[config.mk]
export PLATFORM = sky130hd
export DESIGN_NAME = sysid_probe_master_flat
export DESIGN_NICKNAME = d
export VERILOG_FILES = /design/src/rtl/sysid_probe_pkg.sv /design/src/rtl/sysid_probe_if.sv /design/src/rtl/sysid_probe_watchdog.sv /design/src/rtl/sysid_probe_master.sv /design/src/flat_wrapper.sv
export SDC_FILE = /design/constraint.sdc
export NUM_CORES = 1
export LEC_CHECK = 0
export CORE_MARGIN = 1
export CORE_UTILIZATION = 47
export CTS_BUF_LIST = sky130_fd_sc_hd__clkbuf_8 sky130_fd_sc_hd__clkbuf_16
export DETAILED_ROUTE_END_ITERATION = 7
export GPL_ROUTABILITY_DRIVEN = 0
export PLACE_DENSITY_LB_ADDON = 0.12
export SYNTH_ARGS = -nofsm -noshare
export SYNTH_HDL_FRONTEND = slang
export SYNTH_SLANG_ARGS = --single-unit
[constraint.sdc]
create_clock -name clock -period 4.85 [get_ports clock]
set_input_delay 1.455 -clock clock [delete_from_list [all_inputs] [get_ports clock]]
set_output_delay 1.455 -clock clock [all_outputs]
set_load 0.05 [all_outputs]
[src/rtl/sysid_probe_pkg.sv]
// rtl/sysid_probe_pkg.sv - shared types and constants for the sysid probe master
package sysid_probe_pkg;

   typedef logic [31:0] data_t;

   typedef enum logic [2:0] {
      IDLE,
      REQ_ID,
      WAIT_ID,
      REQ_TS,
      WAIT_TS,
      DONE
   } state_t;

   localparam logic SYSID_ADDR_ID = 1'b0;
   localparam logic SYSID_ADDR_TS = 1'b1;

endpackage

[src/rtl/sysid_probe_if.sv]
// rtl/sysid_probe_if.sv - Avalon-MM read bus between the probe master and the sysid slave
interface sysid_probe_if;
   import sysid_probe_pkg::*;

   logic  avm_address;
   logic  avm_read;
   logic  avm_waitrequest;
   data_t avm_readdata;
   logic  avm_readdatavalid;

   modport master (
      output avm_address,
      output avm_read,
      input  avm_waitrequest,
      input  avm_readdata,
      input  avm_readdatavalid
   );

   modport slave (
      input  avm_address,
      input  avm_read,
      output avm_waitrequest,
      output avm_readdata,
      output avm_readdatavalid
   );

endinterface

[src/rtl/sysid_probe_watchdog.sv]
// rtl/sysid_probe_watchdog.sv - per-transaction cycle counter, expires on the LIMIT-th enabled cycle
module sysid_probe_watchdog #(
   parameter logic [15:0] LIMIT = 16'd255
) (
   input  logic clock,
   input  logic reset,
   input  logic i_clear,
   input  logic i_enable,
   output logic o_expired
);

   logic [15:0] r_count;

   always_ff @(posedge clock) begin
      if (reset || i_clear) begin
         r_count <= 16'd0;
      end else if (i_enable) begin
         r_count <= r_count + 16'd1;
      end
   end

   assign o_expired = i_enable && (r_count == LIMIT - 16'd1);

endmodule

[src/rtl/sysid_probe_master.sv]
// rtl/sysid_probe_master.sv - reads sysid ID and timestamp words and checks them against expected values
// Optional watchdog: define SYSID_PROBE_TIMEOUT_EN.
module sysid_probe_master
   import sysid_probe_pkg::*;
#(
   parameter data_t       EXPECTED_ID    = 32'd0,
   parameter data_t       EXPECTED_TS    = 32'd1413707058,
   parameter int unsigned TIMEOUT_CYCLES = 255
) (
   input  logic          clock,
   input  logic          reset,
   input  logic          start,
   sysid_probe_if.master avm,
   output logic          busy,
   output logic          done,
   output data_t         sysid_id,
   output data_t         sysid_ts,
   output logic          id_match,
   output logic          ts_match,
   output logic          timeout_err
);

   state_t r_state;
   state_t w_next;
   data_t  r_sysid_id;
   data_t  r_sysid_ts;
   logic   r_id_match;
   logic   r_ts_match;
   logic   r_timeout_err;
   logic   w_expired;
   logic   w_cap_id;
   logic   w_cap_ts;

`ifdef SYSID_PROBE_TIMEOUT_EN
   logic w_wd_enable;
   logic w_wd_clear;

   assign w_wd_enable = (r_state == REQ_ID) || (r_state == WAIT_ID) ||
                        (r_state == REQ_TS) || (r_state == WAIT_TS);
   // Restart the count when the ID word lands so each transaction gets a full budget.
   assign w_wd_clear  = !w_wd_enable || w_cap_id;

   sysid_probe_watchdog #(
      .LIMIT (16'(TIMEOUT_CYCLES))
   ) u_watchdog (
      .clock     (clock),
      .reset     (reset),
      .i_clear   (w_wd_clear),
      .i_enable  (w_wd_enable),
      .o_expired (w_expired)
   );
   assign timeout_err = r_timeout_err;
`else
   logic w_unused_timeout;
   assign w_unused_timeout = ^TIMEOUT_CYCLES;
   assign w_expired        = 1'b0;
   assign timeout_err      = 1'b0;
`endif

   assign w_cap_id = (r_state == WAIT_ID) && avm.avm_readdatavalid && !w_expired;
   assign w_cap_ts = (r_state == WAIT_TS) && avm.avm_readdatavalid && !w_expired;

   always_ff @(posedge clock) begin
      if (reset) begin
         r_state <= IDLE;
      end else begin
         r_state <= w_next;
      end
   end

   always_comb begin
      w_next          = r_state;
      avm.avm_read    = 1'b0;
      avm.avm_address = SYSID_ADDR_ID;
      case (r_state)
         IDLE: begin
            if (start) w_next = REQ_ID;
         end
         REQ_ID: begin
            avm.avm_read    = 1'b1;
            avm.avm_address = SYSID_ADDR_ID;
            if (w_expired)                    w_next = DONE;
            else if (!avm.avm_waitrequest)    w_next = WAIT_ID;
         end
         WAIT_ID: begin
            if (w_expired)     w_next = DONE;
            else if (w_cap_id) w_next = REQ_TS;
         end
         REQ_TS: begin
            avm.avm_read    = 1'b1;
            avm.avm_address = SYSID_ADDR_TS;
            if (w_expired)                    w_next = DONE;
            else if (!avm.avm_waitrequest)    w_next = WAIT_TS;
         end
         WAIT_TS: begin
            if (w_expired || w_cap_ts) w_next = DONE;
         end
         DONE: begin
            w_next = IDLE;
         end
         default: begin
            w_next = IDLE;
         end
      endcase
   end

   // Match flags are settled on the edge into DONE so they are valid alongside the done pulse.
   always_ff @(posedge clock) begin
      if (reset) begin
         r_sysid_id    <= '0;
         r_sysid_ts    <= '0;
         r_id_match    <= 1'b0;
         r_ts_match    <= 1'b0;
         r_timeout_err <= 1'b0;
      end else begin
         if (r_state == IDLE && start) begin
            r_sysid_id    <= '0;
            r_sysid_ts    <= '0;
            r_id_match    <= 1'b0;
            r_ts_match    <= 1'b0;
            r_timeout_err <= 1'b0;
         end
         if (w_cap_id) begin
            r_sysid_id <= avm.avm_readdata;
         end
         if (w_cap_ts) begin
            r_sysid_ts <= avm.avm_readdata;
            r_id_match <= (r_sysid_id == EXPECTED_ID);
            r_ts_match <= (avm.avm_readdata == EXPECTED_TS);
         end
         if (w_expired) begin
            r_timeout_err <= 1'b1;
         end
      end
   end

   assign busy     = (r_state != IDLE);
   assign done     = (r_state == DONE);
   assign sysid_id = r_sysid_id;
   assign sysid_ts = r_sysid_ts;
   assign id_match = r_id_match;
   assign ts_match = r_ts_match;

endmodule

[src/flat_wrapper.sv]
// flat-port wrapper written by rule: the top's interface ports become plain ports
module sysid_probe_master_flat import sysid_probe_pkg::*;
#(
   parameter data_t       EXPECTED_ID    = 32'd0,
   parameter data_t       EXPECTED_TS    = 32'd1413707058,
   parameter int unsigned TIMEOUT_CYCLES = 255
)
  (clock, reset, start, busy, done, sysid_id, sysid_ts, id_match, ts_match, timeout_err, avm_avm_address, avm_avm_read, avm_avm_waitrequest, avm_avm_readdata, avm_avm_readdatavalid);
  sysid_probe_if avm_i ();
  input  logic clock;
  input  logic reset;
  input  logic start;
  output logic busy;
  output logic done;
  output data_t sysid_id;
  output data_t sysid_ts;
  output logic id_match;
  output logic ts_match;
  output logic timeout_err;
  output wire logic [$bits(avm_i.avm_address)-1:0] avm_avm_address;
  output wire logic [$bits(avm_i.avm_read)-1:0] avm_avm_read;
  input wire logic [$bits(avm_i.avm_waitrequest)-1:0] avm_avm_waitrequest;
  input wire logic [$bits(avm_i.avm_readdata)-1:0] avm_avm_readdata;
  input wire logic [$bits(avm_i.avm_readdatavalid)-1:0] avm_avm_readdatavalid;
  assign avm_avm_address = avm_i.avm_address;
  assign avm_avm_read = avm_i.avm_read;
  assign avm_i.avm_waitrequest = avm_avm_waitrequest;
  assign avm_i.avm_readdata = avm_avm_readdata;
  assign avm_i.avm_readdatavalid = avm_avm_readdatavalid;
  sysid_probe_master #(.EXPECTED_ID(EXPECTED_ID), .EXPECTED_TS(EXPECTED_TS), .TIMEOUT_CYCLES(TIMEOUT_CYCLES)) u_core (.clock(clock), .reset(reset), .start(start), .avm(avm_i), .busy(busy), .done(done), .sysid_id(sysid_id), .sysid_ts(sysid_ts), .id_match(id_match), .ts_match(ts_match), .timeout_err(timeout_err));
endmodule
### M1 wires

Drawn at 6 px/um.
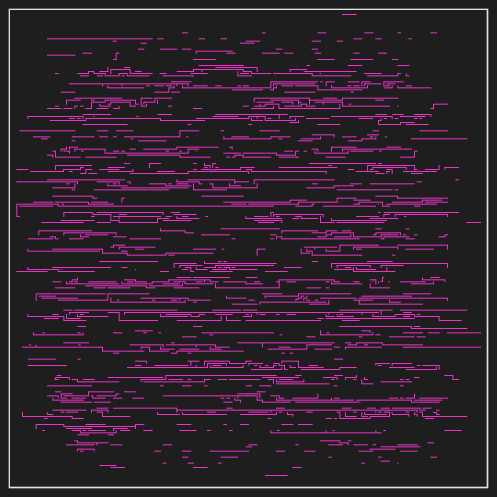
The wires run mostly horizontal. 376 nets have wire on it. The layer holds 43% of the routed length. The longest straight run is 42.3 um.
DR vias: 2634
total routed wirelength: 7640 um
GRT met1 Usage: 0.329

==> run_results.csv <==
group,metric,value,unit
yosys,area_leaders,"dfxtp_1 (49%), a22oi_2 (13%), a21oi_1 (6.4%)",
timing,grt_setup_unrepaired,"false",
yosys,xor_share,0.00311,
grt,grtUsageMet3,0.0480,
yosys,mux_share,0.00399,
place,io_buffers,106,
routing,top_layer,"met4",
clock_tree,clk_pin_slew,80,ps
timing,finalMaxSlewViolations,0,
final_layout,comb_cells,209,
clock_tree,clock-root-buffer,"clkbuf_8",
critical_path,start_kind,"register",
timing,min_period_over_period,0.728,
timing,fin_crit,3530,ps
final_layout,buf_share,0.266,
final_layout,drive_gt1_frac,0.133,
yosys,ys_sh_simple,0.239,
yosys,synth_area,0.00282,sq mm
final_layout,inv_count,1,
final_layout,clk_share,0.0549,
routing,drc,0,
yosys,synth-main-ff-cell,"dfxtp_1",
floorplanning,die_w,79.5,um
yosys,most_common_cell,"dfxtp_1",
clock_tree,cts.sinks,69,
final_layout,stdcell_count,477,
yosys,fp_nets,345,
routing,avgViaCountPerCell,5.52,
place,place_area,0.00386,sq mm
power,total_power,1.27,mW
critical_path,critPathRequiredTime,3390,ps
critical_path,crit_end,"avm_avm_address",
floorplanning,dieArea,0.00631,sq mm
power,seq_cell_power,0.583,mW
timing,fin_tns_setup,0,ps
clock_tree,ctsResizeCount,0,
outcome,status,"completed",
routing,first_pass_iters,5,
floorplanning,core_area,0.00564,sq mm
critical_path,r2r-start,"u_core.r_state[2]",
job,maxCapViolCount,0,
power,power.density,311,mW/mm^2
critical_path,crit_chain,"nor2b_1, and2_1, clkdlybuf4s50_1",
final_layout,fill_cells,434,
power,power_frac_seq,0.459,
power,powerClk,0.520,mW
yosys,syn_inst,308,
yosys,avgSynthCellArea,9.16,sq um
floorplanning,nWellTaps,72,
critical_path,ff2ff_setup_slack,2660,ps
routing,ant_nets,0,
final_layout,nets,437,
floorplanning,row_count,27,
routing,wl_met2,3610,um
yosys,synth.distinct_cells,33,
clock_tree,htreeDepth,3,
floorplanning,ios,108,
grt,grt_pass1_wl,11700,um
timing,fin_skew,8.77,ps
power,leakage,1.34,nW
routing,first_iter_violations,218,
power,combPwrFrac,0.132,
timing,max_freq,283,MHz
power,power_leader,"sequential cells",
### Routing congestion

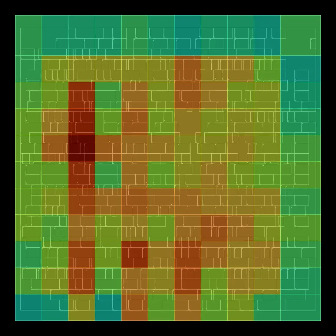
busiest grt layer: met2
utilization after layout: 0.723
routing usage on met2: 0.375

No activity file was given, so power comes from the tool's default toggle rates.
